Fig. 1: run 1, placement by cell class
Bar = 20 um. Fill, decap, tap and diode cells in gray.
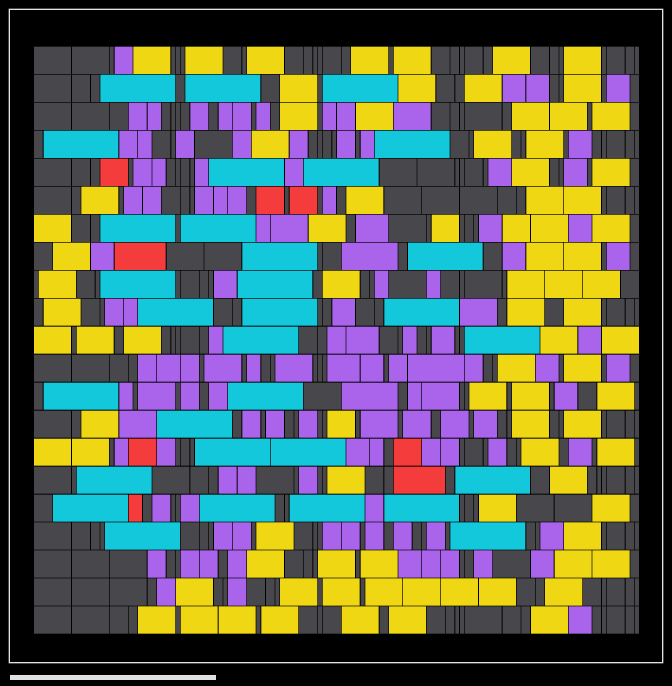
Fig. 2: run 1, gate families picked out
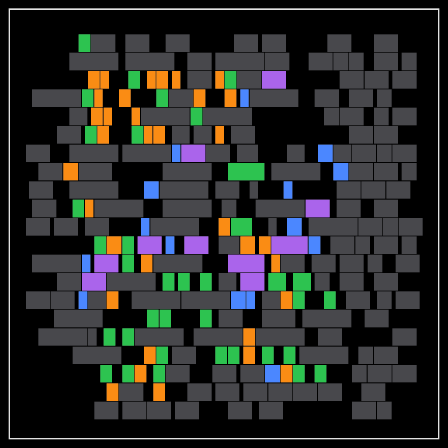
Fig. 3: run 1, power grid
Pins as bars on the die edge.
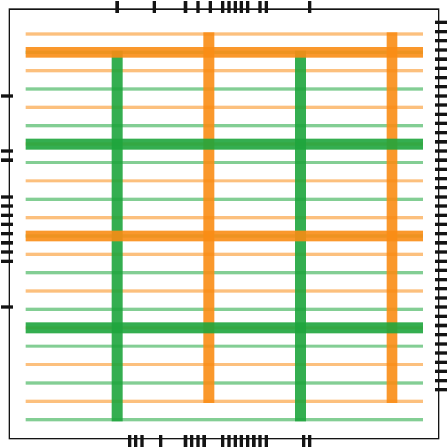
Fig. 4: run 1, clock wiring as the flow saved it
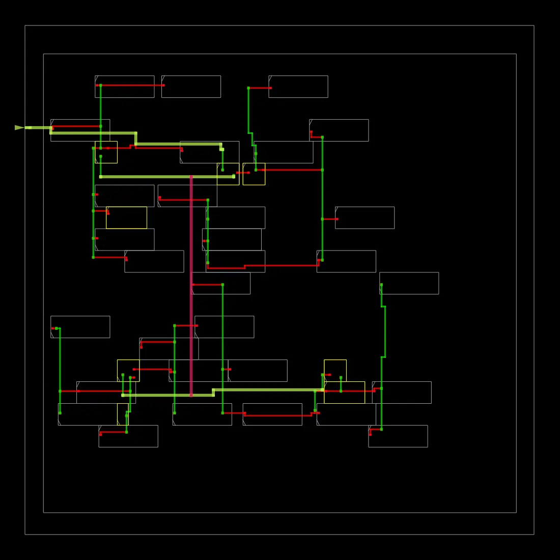
--- src/rtl/ps_alu_issue_pkg.sv ---
// ps_alu_issue_pkg: ALU opcode constants, condition codes and the ASTAT flag bundle
package ps_alu_issue_pkg;
  localparam logic [5:0] ALU_ADD  = 6'b000000;
  localparam logic [5:0] ALU_SUB  = 6'b000001;
  localparam logic [5:0] ALU_ADDC = 6'b000010;
  localparam logic [5:0] ALU_SUBB = 6'b000011;
  localparam logic [5:0] ALU_COMP = 6'b000101;
  typedef enum logic [3:0] {
    CC_EQ = 4'd0, CC_NE, CC_LT, CC_GE, CC_LE, CC_GT, CC_AC, CC_NAC, CC_AV, CC_NAV, CC_TRUE = 4'd15
  } cc_e;
  typedef struct packed {
    logic az;
    logic an;
    logic ac;
    logic av;
  } flags_t;
  // add/sub-with-carry consume ASTAT.AC as carry in
  function automatic logic uses_ci(input logic [5:0] op);
    return op[5:1] == 5'b00001;
  endfunction
endpackage

--- src/rtl/ps_alu_issue_cond.sv ---
// ps_cond_eval: evaluates a condition code against the ASTAT flags
module ps_cond_eval
  import ps_alu_issue_pkg::*;
(
  input  logic [3:0] i_cond,
  input  flags_t     i_flags,
  output logic       o_pass
);
  logic [15:0] w_tab;
  // one bit per condition code, indexed by the code itself; 10..14 are never true
  assign w_tab = {1'b1, 5'b0, ~i_flags.av, i_flags.av, ~i_flags.ac, i_flags.ac,
                  ~i_flags.an & ~i_flags.az, i_flags.an | i_flags.az,
                  ~i_flags.an, i_flags.an, ~i_flags.az, i_flags.az};
  assign o_pass = w_tab[i_cond];
endmodule

--- src/rtl/ps_alu_issue.sv ---
// ps_alu_issue: issues decoded compute ops to the ALU, tracks ASTAT and drives the RF write
module ps_alu_issue
  import ps_alu_issue_pkg::*;
#(
  parameter int DATA_WIDTH = 16,
  parameter int RA_WIDTH   = 4
) (
  input  logic                  clk,
  input  logic                  reset,
  input  logic                  ins_vld,
  output logic                  ins_rdy,
  input  logic [5:0]            ins_op,
  input  logic [3:0]            ins_cond,
  input  logic [RA_WIDTH-1:0]   ins_dst,
  input  logic                  mode_alusat,
  input  logic                  sticky_clr,
  output logic                  ps_alu_en,
  output logic                  ps_alu_log,
  output logic [1:0]            ps_alu_hc,
  output logic [2:0]            ps_alu_sc,
  output logic                  ps_alu_sat,
  output logic                  ps_alu_ci,
  input  logic                  alu_ps_az,
  input  logic                  alu_ps_an,
  input  logic                  alu_ps_ac,
  input  logic                  alu_ps_av,
  input  logic                  alu_ps_compd,
  input  logic [DATA_WIDTH-1:0] alu_xb_dt,
  output logic                  rf_we,
  output logic [RA_WIDTH-1:0]   rf_wa,
  output logic [DATA_WIDTH-1:0] rf_wd,
  output logic                  astat_az,
  output logic                  astat_an,
  output logic                  astat_ac,
  output logic                  astat_av,
  output logic                  astat_aos,
  output logic [7:0]            astat_cacc
);
  flags_t              r_astat;
  logic                r_e, r_r;
  logic [RA_WIDTH-1:0] r_e_dst;
  logic                w_dep, w_acc, w_pass, w_go;
  // conditional and carry-consuming ops need ASTAT settled, so they wait for an empty pipe
  assign w_dep   = (ins_cond != CC_TRUE) | uses_ci(ins_op);
  assign ins_rdy = ~reset & ~((r_e | r_r) & w_dep);
  assign w_acc   = ins_vld & ins_rdy;
  assign w_go    = w_acc & w_pass;
  ps_cond_eval u_cond (
    .i_cond (ins_cond),
    .i_flags(r_astat),
    .o_pass (w_pass)
  );
  always_ff @(posedge clk) begin
    if (reset) begin
      r_e        <= 1'b0;
      r_r        <= 1'b0;
      r_e_dst    <= '0;
      rf_wa      <= '0;
      ps_alu_log <= 1'b0;
      ps_alu_hc  <= '0;
      ps_alu_sc  <= '0;
      ps_alu_sat <= 1'b0;
      ps_alu_ci  <= 1'b0;
      r_astat    <= '0;
      astat_aos  <= 1'b0;
      astat_cacc <= '0;
    end else begin
      r_e <= w_go;
      r_r <= r_e;
      if (w_go) begin
        {ps_alu_log, ps_alu_hc, ps_alu_sc} <= ins_op;
        ps_alu_sat <= mode_alusat;
        ps_alu_ci  <= r_astat.ac;
        r_e_dst    <= ins_dst;
      end
      if (r_e) rf_wa <= r_e_dst;
      if (r_r) r_astat <= {alu_ps_az, alu_ps_an, alu_ps_ac, alu_ps_av};
      if (r_r & alu_ps_compd) astat_cacc <= {astat_cacc[6:0], alu_ps_an};
      astat_aos <= (r_r & alu_ps_av) | (astat_aos & ~sticky_clr);
    end
  end
  assign ps_alu_en = r_e & ~reset;
  assign rf_we     = r_r & ~reset;
  assign rf_wd     = rf_we ? alu_xb_dt : '0;
  assign {astat_az, astat_an, astat_ac, astat_av} = r_astat;
endmodule

--- config.mk ---
export PLATFORM = sky130hd
export DESIGN_NAME = ps_alu_issue
export DESIGN_NICKNAME = d
export VERILOG_FILES = /design/src/rtl/ps_alu_issue_pkg.sv /design/src/rtl/ps_alu_issue_cond.sv /design/src/rtl/ps_alu_issue.sv
export SDC_FILE = /design/constraint.sdc
export NUM_CORES = 1
export LEC_CHECK = 0
export ABC_CLOCK_PERIOD_IN_PS = 3180
export CAP_MARGIN = 20
export CORE_MARGIN = 2
export CORE_UTILIZATION = 39
export DETAILED_ROUTE_END_ITERATION = 8
export GPL_ROUTABILITY_DRIVEN = 0
export PLACE_DENSITY = 0.84
export SLEW_MARGIN = 20
export SYNTH_ARGS = -nofsm -noshare
export SYNTH_HDL_FRONTEND = slang
export SYNTH_SLANG_ARGS = --single-unit
--- constraint.sdc ---
create_clock -name clk -period 3.18 [get_ports clk]
set_input_delay 0.318 -clock clk [delete_from_list [all_inputs] [get_ports clk]]
set_output_delay 0.318 -clock clk [all_outputs]
set_load 0.01 [all_outputs]
==> summary.txt, run 1 <==
Status of the implementation.

- The run finished with clean final reports.
- According to the floorplan report, the total die area is 0.004017 mm^2.
- In the per-layer breakdown of the detailed-route log, met1 shows 1543 um.
- Power attributed to the clock group is between 0.2 and 0.3 mW.
- The critical path ends at rf_wd[10].
- The report counts max-capacitance violations totalling 0.
- The final tally of setup violations is 0, for reference.
- The leakage power figure is approximately 0.8 nW, for reference.
- The number of clock sinks is 31, for reference.
- The area taken by multi-input logic gates is between 600 and 700 um^2, for reference.
- Signal routing reaches up to met4.
- The number of cells reported by Yosys stat comes to around 160.
- The registers of the reported paths see a clock transition of about 0.090 ns.
- The remaining antenna violation count after routing is 0, for reference.
- The number of buffers added to fix hold violations after cts is 0, for reference.
- Looking at the global route congestion table, the highest-usage layer is met2.
- The post-synthesis area per instance is between 8 and 9 um^2, for reference.
- The post-synthesis sequential element count is 31, for reference.
- The area occupied by registers is 620.6 um^2, for reference.
- Checking max transition, the worst relative margin is 0.4215.
- The filler cells instantiated in the layout total between 300 and 400.
- Using the TritonRoute via totals, the vias-per-cell ratio works out to around 5.
- For this run, the register share of the synthesized area comes to 0.4513.
- In the setup report, the worst path falls into the class register to primary output.
- Counting flops with an async set or reset pin after synthesis yields a share of 0.
- Across all hold checks on the routed design, the worst slack comes to roughly 0.47 ns.
- The floorplan net count is just over 200, for reference.
- The capture endpoint of the worst hold path is astat_cacc[7]$_SDFFE_PP0P_, for reference.
- The number of global-route vias before repair is 1291, for reference.
- The most instantiated flip-flop cell in the synthesis netlist is dfxtp_1, for reference.
- met3 track demand over resource after global routing is 0.08214.
- The count of flip-flops with a built-in enable after synthesis is 0, for reference.
- The slack of the critical path is 0.7380 ns, for reference.
- The via count is about 1400, for reference.
- The top-level port count is approximately 84, for reference.
- The critical path arrival is 2.12 ns, for reference.
- After detailed placement, the design holds a cell count of 281.
- The antenna diode count is 0, for reference.
- Looking at the area split, the leading class of cells is buffers.
- The all-layer global routing usage is 0.1819, for reference.
- The slew of the pin with the lowest slew margin is between 0.8 and 0.9 ns, for reference.
- The initial antenna violation count is 0, for reference.
- Counting instances, the worst hold path has a depth of 2.
- The critical path goes through nor2b_1, buf_4, and2_1, clkdlybuf4s50_1.
- In this run, power in flip-flops and latches comes to just over 0.4 mW.
- The clock H-tree reported by CTS has 2 levels.
- The aggregate global routing overflow is 0, for reference.
- According to the timing report, the data required time at the worst endpoint equals 2.86 ns.
- The length of routed met3 wiring is 369 um, for reference.
- The starting density of the core is 0.4089, for reference.
- The post-CTS setup buffer count is 0, for reference.
- The count of routing violations after the opening detailed-route iteration is 35, for reference.
- The reg-to-reg endpoint is ps_alu_hc[0]$_SDFFE_PP0P_, for reference.
- Of the combinational cells, the family taking the most area is simple AND/OR/NAND/NOR gates.
- Max fanout on the critical path was recorded as 17.
- The first-pass GRT wire length is roughly 6000 um, for reference.
- According to the Yosys statistics, the synthesized design has a chip area of around 0.0014 mm^2.
- The wire-length estimate of the detail-placed layout is approximately 2600 um.
- The achievable frequency is 0.4095 GHz, for reference.
- Buffers inserted during clock tree synthesis total 5.
- Per the final report, the share of cell area in non-clock buffers is 0.3727.
- The instance count of the mapped netlist is roughly 160, for reference.
- CTS placed an instance of clkbuf_4 at the clock tree root.
- The number of distinct library cell variants in the gate-level netlist after synthesis is 29, for reference.
- In this run the worst hold path is classified as register to register.
- At the end of the flow, the number of nets in the layout was about 280.
- The number of detailed-route iterations in the first pass is 4, for reference.
- Summing all multiplexer cells gives an area fraction of 0.08007.
- The global routing report lists met2 layer usage as 0.2921.
- According to the tapcell log, the count of inserted taps is around 46.
- Detailed placement reports a standard cell area of between 0.002 and 0.0025 mm^2.
- The number of warning messages in the yosys log is 0, for reference.
- The net switching power in the latest report is between 0.15 and 0.2 mW.
- The area growth from synthesis to layout is 66.52%.
- Tracing the worst setup path back leads to its startpoint at r_r$_SDFF_PP0_.
- The cell-mix breakdown from Yosys lists the XOR/XNOR area share as 0.01274.
- Post-route period utilization is reported as 0.7679.
- The worst reg-to-reg path cell count is 4, for reference.
- The max-slew violation count is 0, for reference.
- In this run, the synthesized area fraction spent on and/or/nand/nor cells is recorded as 0.2511.
- TritonRoute output was used to compute an average wire per cell of 12.40 um.
- Setup repair after global routing left no endpoint under its margin.
- The total length of routed wires is 3584 um, for reference.
- The leading power group is sequential cells, for reference.
- The number of hold violations in the final report is 0, for reference.
- The routed design uses roughly 1600 um of met2 wire.
- STA reports a reg2reg setup slack of 1.20 ns.
- The placement-stage worst setup slack is ~0.82 ns, for reference.
- The sum of buffers and inverters on the critical path is 2, for reference.
- Per the STA report, the cell with the highest stage delay on the worst path is dfxtp_1.
- Entering global routing, the biggest net connects 31 pins.
- The share of total power dissipated in sequential elements is 0.514.
- The critical path startpoint category is a register, for reference.
- The final-layout clock-cell area share is 0.03005, for reference.
- The power report attributes to the combinational group a share of 0.157.
- The worst-case clock buffer depth is 2, for reference.
- The script computed the net switching share of total power as 0.2346.
- Post-CTS repair changed the size of 0 cells.
- According to the cell report, the number of logic gates is ~120.
- Per the placement log, port buffering inserted between 80 and 90 buffers.
- Summed over all failing endpoints, the final setup total negative slack is 0 ns.
- The power drawn by the combinational cells is roughly 0.12 mW, for reference.
- The internal power is roughly 0.60 mW, for reference.
- Total power normalized to cell area comes to 343.7 mW/mm^2.
- Per the final layout report, the fraction of cells sized above drive strength 1 comes to 0.05761.
- The cell family contributing the most delay on the critical path is flip-flops.
- The peak per-stage delay on the critical path is approximately 0.73 ns, for reference.
- Sequential cells placed in the final layout were counted as 31.
- The number of stages on the worst setup path is 4, for reference.
- The number of logged tool warnings is 26, for reference.
- The worst hold path startpoint is astat_cacc[7]$_SDFFE_PP0P_, for reference.
- Of the total power, the clock network draws 0.329.
- In this run, the synthesized area fraction spent on AND-OR/OR-AND gates is recorded as 0.1520.
- The category of the worst setup path capture point is a primary output, for reference.
- The buffer count excluding the clock tree in the final layout is around 86, for reference.
- Per the timing report, the most critical flop-to-flop path originates at r_r$_SDFF_PP0_.
- The smallest clock period supported by the final layout is computed as between 2 and 2.5 ns.
- TritonCTS built the clock tree.
- The met1 demand-to-capacity share in global routing is 0.2231, for reference.
- The number of remaining DRC errors is 0, for reference.
- The synthesized netlist occupies a cell area of between 0.001 and 0.0015 mm^2.
- The non-clock inverters instantiated in the layout total 2.
- Per the synthesis report, the adder-cell share of the synthesized area is 0.
-- Fig. 1 (at the start) --
| color | class | cells |
|---|---|---|
| red | clock drivers and dummy loads | 8 |
| yellow | other buffers and delay cells | 86 |
| purple | combinational and other logic | 118 |
| cyan | flops | 31 |
number of core rows: 21
final cell area excluding filler cells: 0.002290 mm^2
final design utilization: 0.6808
sequential fraction of total cell area: 0.2710

-- Fig. 2 (at the start) --
| color | family | cells | most used |
|---|---|---|---|
| blue | NOR gates | 15 | nor2_1 |
| purple | multiplexers | 10 | mux2i_1 |
| orange | NAND gates | 34 | nand3_1 |
| green | inverting AOI/OAI gates | 36 | a21oi_1 |
multi-input logic portion of the cell area: 0.2978
final instance count without filler cells: 289
most used logic cell in the final layout: clkdlybuf4s50_1

-- Fig. 3 (at the start) --
| color | net |
|---|---|
| orange | VDD |
| green | VSS |
met5 straps: 4
met4 straps: 4
rows: 21
met1 rails: 22
signal pins: 84
VDD IR-drop max: 255.5 uV
core footprint: 0.003363 mm^2
height of the die: 63.38 um
width of the die: 63.38 um

-- Fig. 4 (at the start) --
clock tree buffer count of the final layout: 8
Max Clock Skew: 0.005416 ns
source-to-sink clock delay at the later pin of the worst-skew pair: 0.33 ns

==> run 1: metrics by stage <==
step | power, mW | util
final | 0.7870 | 0.6808
after global routing | 0.8231 | 0.6808
after CTS | 0.7955 | 0.6808
after detailed placement | 0.5369 | 0.6603
after global placement | 0.5358 | 0.6603
after floorplan | 0.4620 | -
==> run 1: registers in the layout, indices dropped and copies added (netlist names) <==
register	cells
astat_av	1
astat_az	1
astat_an	1
astat_ac	1
rf_wa	4
r_e_dst	4
astat_cacc	8
astat_aos	1
ps_alu_hc	2
ps_alu_sc	3
r_r	1
ps_alu_sat	1
r_e	1
ps_alu_log	1
ps_alu_ci	1
==> run 1: synthesized netlist by cell type (2+ instances only) <==
master | n | area, um^2
dfxtp_1 | 31 | 620.6
a21oi_1 | 21 | 105.1
nand3_1 | 20 | 100.1
and2_1 | 16 | 100.1
nand2_1 | 11 | 41.29
o21ai_1 | 11 | 55.05
clkbuf_1 | 9 | 33.78
mux2i_1 | 8 | 80.08
nor2_1 | 8 | 30.03
nor2b_1 | 5 | 31.28
inv_1 | 2 | 7.510
mux2_4 | 2 | 30.03
nand2b_1 | 2 | 12.51
==> run 1: layout by cell type, fill, tap and decap left out, drive strengths merged <==
cell type	synthesis	final
mux2i	8	8
clkbuf	10	8
o311ai	1	1
and2	16	16
dfxtp	31	31
a21oi	21	21
nor3	1	1
clkdlybuf4s50	0	83
nand3	20	20
nand4	1	1
or2	1	1
o211a	1	1
nor2b	5	5
inv	2	2
nor4	1	1
nand2b	2	2
o21ai	11	11
and3	1	1
nor2	8	8
a211oi	1	1
a221oi	1	1
mux2	2	2
xor2	1	1
o211ai	1	1
xnor2	1	1
nand2	11	11
buf	3	3
==> run 1: tightest hold or removal path: stages, from the launching register on <==
cell,delay [ns]
dfxtp_1,0.32
nand2_1,0.05
a21oi_1,0.05
Fig. 5: run 1, register map, names as in the netlist
Other sequential cells in the stronger gray, the rest of the logic in the fainter gray.
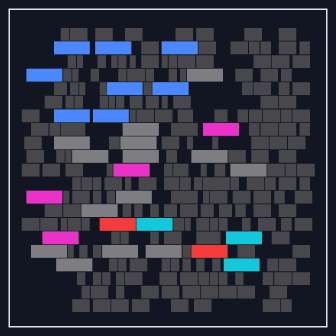

==> run 1 -> run 2 <==
- ABC_CLOCK_PERIOD_IN_PS: 3180 -> 2080
- CORE_UTILIZATION: 39 -> 33
- PLACE_DENSITY: 0.84 -> 0.76
- clock period: 3.18 -> 2.08 ns (I/O delays scaled with it)
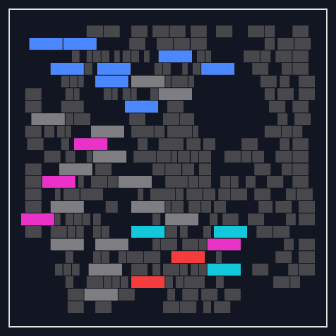
Fig. 6. Register map, names as in the netlist (run 2).
Other sequential cells in the stronger gray, the rest of the logic in the fainter gray.
| color | signal | flops |
|---|---|---|
| cyan | ps_alu_sc | 3 |
| magenta | rf_wa | 4 |
| red | ps_alu_hc | 2 |
| blue | astat_cacc | 8 |
not colored: 14
Register Area: 620.6 um^2
final design utilization: 0.5974
sequential fraction of total cell area: 0.2597
Seq power: 0.615 mW

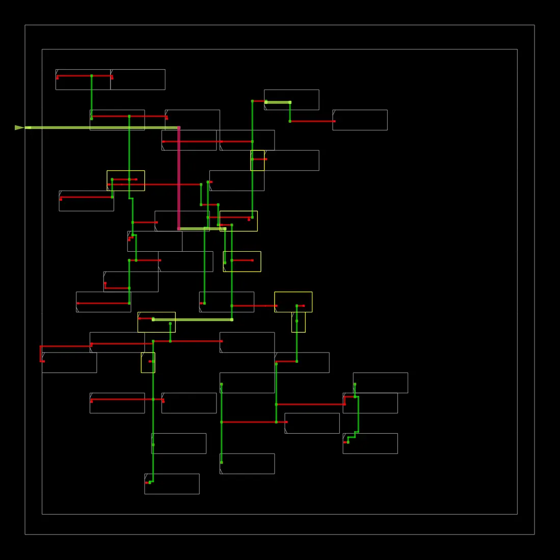
Fig. 7. Clock wiring as the flow saved it (run 2).
source-to-sink clock delay at the later pin of the worst-skew pair: 0.27 ns
clock tree buffer count of the final layout: 5
reported clock group power: 0.441 mW

==> run 2 against run 1 <==
- clock skew is essentially flat
- flip-flop count unchanged
- synthesized area did not move
- register-to-register slack worse by 0.72 ns
- combinational power up 69%
- largest power group unchanged
==> summary.txt, run 2 <==
Status of the implementation.

- Outcome: finished, final reports clean (unchanged).
- The maximum number of pins on one net before global-route repair is 31 (unchanged).
- The peak per-stage delay on the critical path is 0.53 ns (was 0.73 ns), for reference.
- The initial antenna violation count is 0 (unchanged), for reference.
- The number of clock sinks is 31 (unchanged), for reference.
- The first-pass GRT wire length is 5637 um (was 5865 um).
- The library cell with the highest instance count after synthesis is dfxtp_1 (unchanged).
- The number of logged tool warnings was 26 (unchanged).
- The post-route total power is 1.265 mW (was 0.7870 mW), for reference.
- The floorplan net count was 202 (unchanged).
- The filler-free cell count of the finished design is 303 (was 289), for reference.
- The post-CTS setup buffer count is 0 (unchanged), for reference.
- The data required time at the worst endpoint is 1.87 ns (was 2.86 ns), for reference.
- The placeable core region is 0.004000 mm^2 (was 0.003363 mm^2), for reference.
- The instance count of the mapped netlist is 162 (unchanged), for reference.
- The number of distinct library cell variants in the gate-level netlist after synthesis is 29 (unchanged).
- Dominant cells by area after synthesis: dfxtp_1 (45%), a21oi_1 (7.6%), and2_1 (7.3%) (unchanged).
- The fraction of layout instances using a drive strength above 1 is 0.1028 (was 0.05761), for reference.
- The area growth from synthesis to final layout was 73.79% (was 66.52%).
- The critical path arrival is 1.68 ns (was 2.12 ns), for reference.
- The cell row count is 23 (was 21), for reference.
- The via count is 1472 (was 1421), for reference.
- The cell count in the Yosys report came to 162 (unchanged).
- The number of vias per cell is 4.858 (was 4.917).
- The remaining antenna violation count after routing is 0 (unchanged).
- The async set or reset register ratio after synthesis was 0 (unchanged).
- The top-level port count was 84 (unchanged).
- Setup repair after global routing missed its margin: no (unchanged).
- The chip area is 0.004699 mm^2 (was 0.004017 mm^2), for reference.
- The post-route setup TNS came to 0 ns (unchanged).
- The number of hold violations in the final report came to 0 (unchanged).
- The shortest clock period the worst path allows after layout is about 1.9 ns, for reference.
- The post-synthesis sequential element count is 31 (unchanged).
- The number of nets in the finished design is 292 (was 282), for reference.
- The number of buffers created by CTS is 5 (unchanged).
- The total length of routed wires is 3794 um (was 3584 um), for reference.
- The deepest level of the CTS H-tree was 2 (unchanged).
- The max-slew headroom at the worst pin is 0.7646 (was 0.4215), for reference.
- The post-synthesis area per instance came to 8.488 um^2 (unchanged).
- The category of the worst setup path capture point is a primary output (unchanged), for reference.
- The count of routing violations after the opening detailed-route iteration came to 34 (was 35).
- The number of warning messages in the yosys log was 0 (unchanged).
- The final standard cell area without fillers came to 0.002390 mm^2 (was 0.002290 mm^2).
- The slack of the critical path was 0.1873 ns (was 0.7380 ns).
- The average wire length per cell after detail routing is 12.52 um (was 12.40 um), for reference.
- The most instantiated flip-flop cell in the synthesis netlist is dfxtp_1 (unchanged), for reference.
- In this build the clock could be raised as far as about 0.53 GHz.
- The y dimension of the die is 68.55 um (was 63.38 um), for reference.
- The critical path startpoint category is an input port (was register), for reference.
- The clock slew at the register clock pins of the worst setup and hold paths came to 0.06 ns (was 0.09 ns).
- The reported max-cap violation count was 0 (unchanged).
- The dominant delay contributor by cell family on the critical path is buffers and inverters (was flip-flops), for reference.
- The worst-path cell with the longest stage delay is clkdlybuf4s50_1 (was dfxtp_1), for reference.
- The horizontal die dimension is 68.55 um (was 63.38 um), for reference.
- The sum of buffers and inverters on the critical path is 3 (was 2), for reference.
- The setup slack of the worst register-to-register path is 0.48 ns (was 1.20 ns), for reference.
- The final timing summary puts the cycle share of the worst path at 0.9100.
- CP Cell Sequence: clkdlybuf4s50_1, nor2b_1, buf_4, and2_1, clkdlybuf4s50_1 (was nor2b_1, buf_4, and2_1, clkdlybuf4s50_1).
- Largest registers ranked by flip-flop count: astat_cacc (8), r_e_dst (4), rf_wa (4) (unchanged).
- By instance count, the cell type seen most on the critical path is clkdlybuf4s50_1.
- The number of detailed-route iterations in the first pass is 4 (unchanged).
- The power per cell area is 529.3 mW/mm^2 (was 343.7 mW/mm^2), for reference.
- The area of the mapped netlist is 0.001375 mm^2 (unchanged), for reference.
- The aggregate global routing overflow is 0 (unchanged), for reference.
- The maximum net fanout on the critical path is 17 (unchanged), for reference.
- The minimum hold slack is 0.4593 ns (was 0.4680 ns).
- The register bank with the most flops is astat_cacc (unchanged), for reference.
- The CTS tree is done (unchanged), for reference.
- The clock root buffer was clkbuf_8 (was clkbuf_4).
- The kind of critical path was input port to primary output (was register to primary output).
- The leakage power figure came to 0.8824 nW (was 0.8213 nW).
- The placement-stage worst setup slack was -0.03850 ns (was 0.8161 ns).
- The cell count after placement came to 295 (was 281).
- The library cell occupying the most area in the post-synthesis netlist is dfxtp_1 (unchanged), for reference.
- The all-layer global routing usage came to 0.1591 (was 0.1819).
- The worst-case clock buffer depth is 2 (unchanged).
- The count of flip-flops with a built-in enable after synthesis was 0 (unchanged).
- The slew of the pin with the lowest slew margin was 0.3476 ns (was 0.8640 ns).
- The cell area after placement came to 0.002301 mm^2 (was 0.002221 mm^2).
- The starting density of the core is 0.3438 (was 0.4089), for reference.
- The antenna diode count was 0 (unchanged).
- The class of the worst hold path was register to register (unchanged).
- The detailed placer's ending HPWL was 2854 um (was 2645 um).
- Commonest non-fill, non-tap cells in the layout: clkdlybuf4s50_1 (82), dfxtp_1 (31), a21oi_1 (21) (was clkdlybuf4s50_1 (83), dfxtp_1 (31), a21oi_1 (21)).
- Synth top cells by count: dfxtp_1 (31), a21oi_1 (21), nand3_1 (20), and2_1 (16) (unchanged).
- The number of global-route vias before repair came to 1275 (was 1291).
- The number of flip-flops under the largest register name is 8 (unchanged), for reference.
- The number of buffers inserted by port buffering came to 83 (unchanged).
- The max-slew violation count is 0 (unchanged).
- The final tally of setup violations is 0 (unchanged).
- The area share of the leading cell type in the synthesized netlist is 0.4513 (unchanged), for reference.
- The final clock skew was 0.005655 ns (was 0.005416 ns).
- The sequential area share after synthesis is 0.4513 (unchanged).
- The maximum vdd drop is 368.8 uV (was 255.5 uV), for reference.
- The area figure in the yosys stat output is 0.001375 mm^2 (unchanged), for reference.
- The number of remaining DRC errors came to 0 (unchanged).
- The most frequent logic cell in the layout was clkdlybuf4s50_1 (unchanged).
-- run 2: final timing paths --
kind                                                    to  cells past startpoint                       start
worst max-delay path                              rf_wd[0]                      5                       reset
worst min-delay path            astat_cacc[7]$_SDFFE_PP0P_                      2  astat_cacc[7]$_SDFFE_PP0P_
worst max register to register     r_e_dst[2]$_SDFFE_PP0P_                      5       astat_ac$_SDFFE_PP0P_
worst min register to register  astat_cacc[7]$_SDFFE_PP0P_                      2  astat_cacc[7]$_SDFFE_PP0P_
-- run 2: worst register-to-register path, stage by stage (launching register included) --
cell      delay, ns
dfxtp_1        0.35
and3_1         0.16
a221oi_2       0.27
mux2i_1        0.28
nand2_1        0.12
mux2_4         0.30
-- run 2: cells by family after synthesis --
family,after synthesis,synth area share
simple gates,67,0.2512
compound gates,37,0.1520
mux,10,0.08008
buf+inv,15,0.05278
xor+xnor,2,0.01274
flops,31,0.4513
-- run 2: power by group --
part           switching (mW)  internal [mW]  leakage [nW]
clock network           0.213          0.228        0.0477
registers             0.00853          0.607         0.251
logic                  0.0816          0.127         0.584
total                   0.303          0.962         0.882
-- run 2: repair_timing --
| item | 4_1_cts | 5_1_grt |
|---|---|---|
| gates resized | 2 | 0 |
| hold buffers | 0 | 0 |
| setup endpoints to repair | 1 | 0 |
-- run 2: layer usage --
layer  vias to the layer above  global-route usage  part of all wire
li1                        734                   -                 -
met1                       667              0.1951              0.43
met2                        69              0.2704              0.46
met3                         2             0.05195              0.10
met4                         0             0.03500            0.0034
met5                         -                   0                 0
-- run 2: cell type report --
class                           count  area (um^2)
Timing Repair Buffer               96        927.1
Clock buffer                        5        68.82
Multi-Input combinational cell    116        688.2
Inverter                            2        7.507
Sequential cell                    31        620.6
Fill cell                         361         1610
Clock inverter                      3        15.01
Tap cell                           50        62.56
Power and IR drop assume default switching activity.
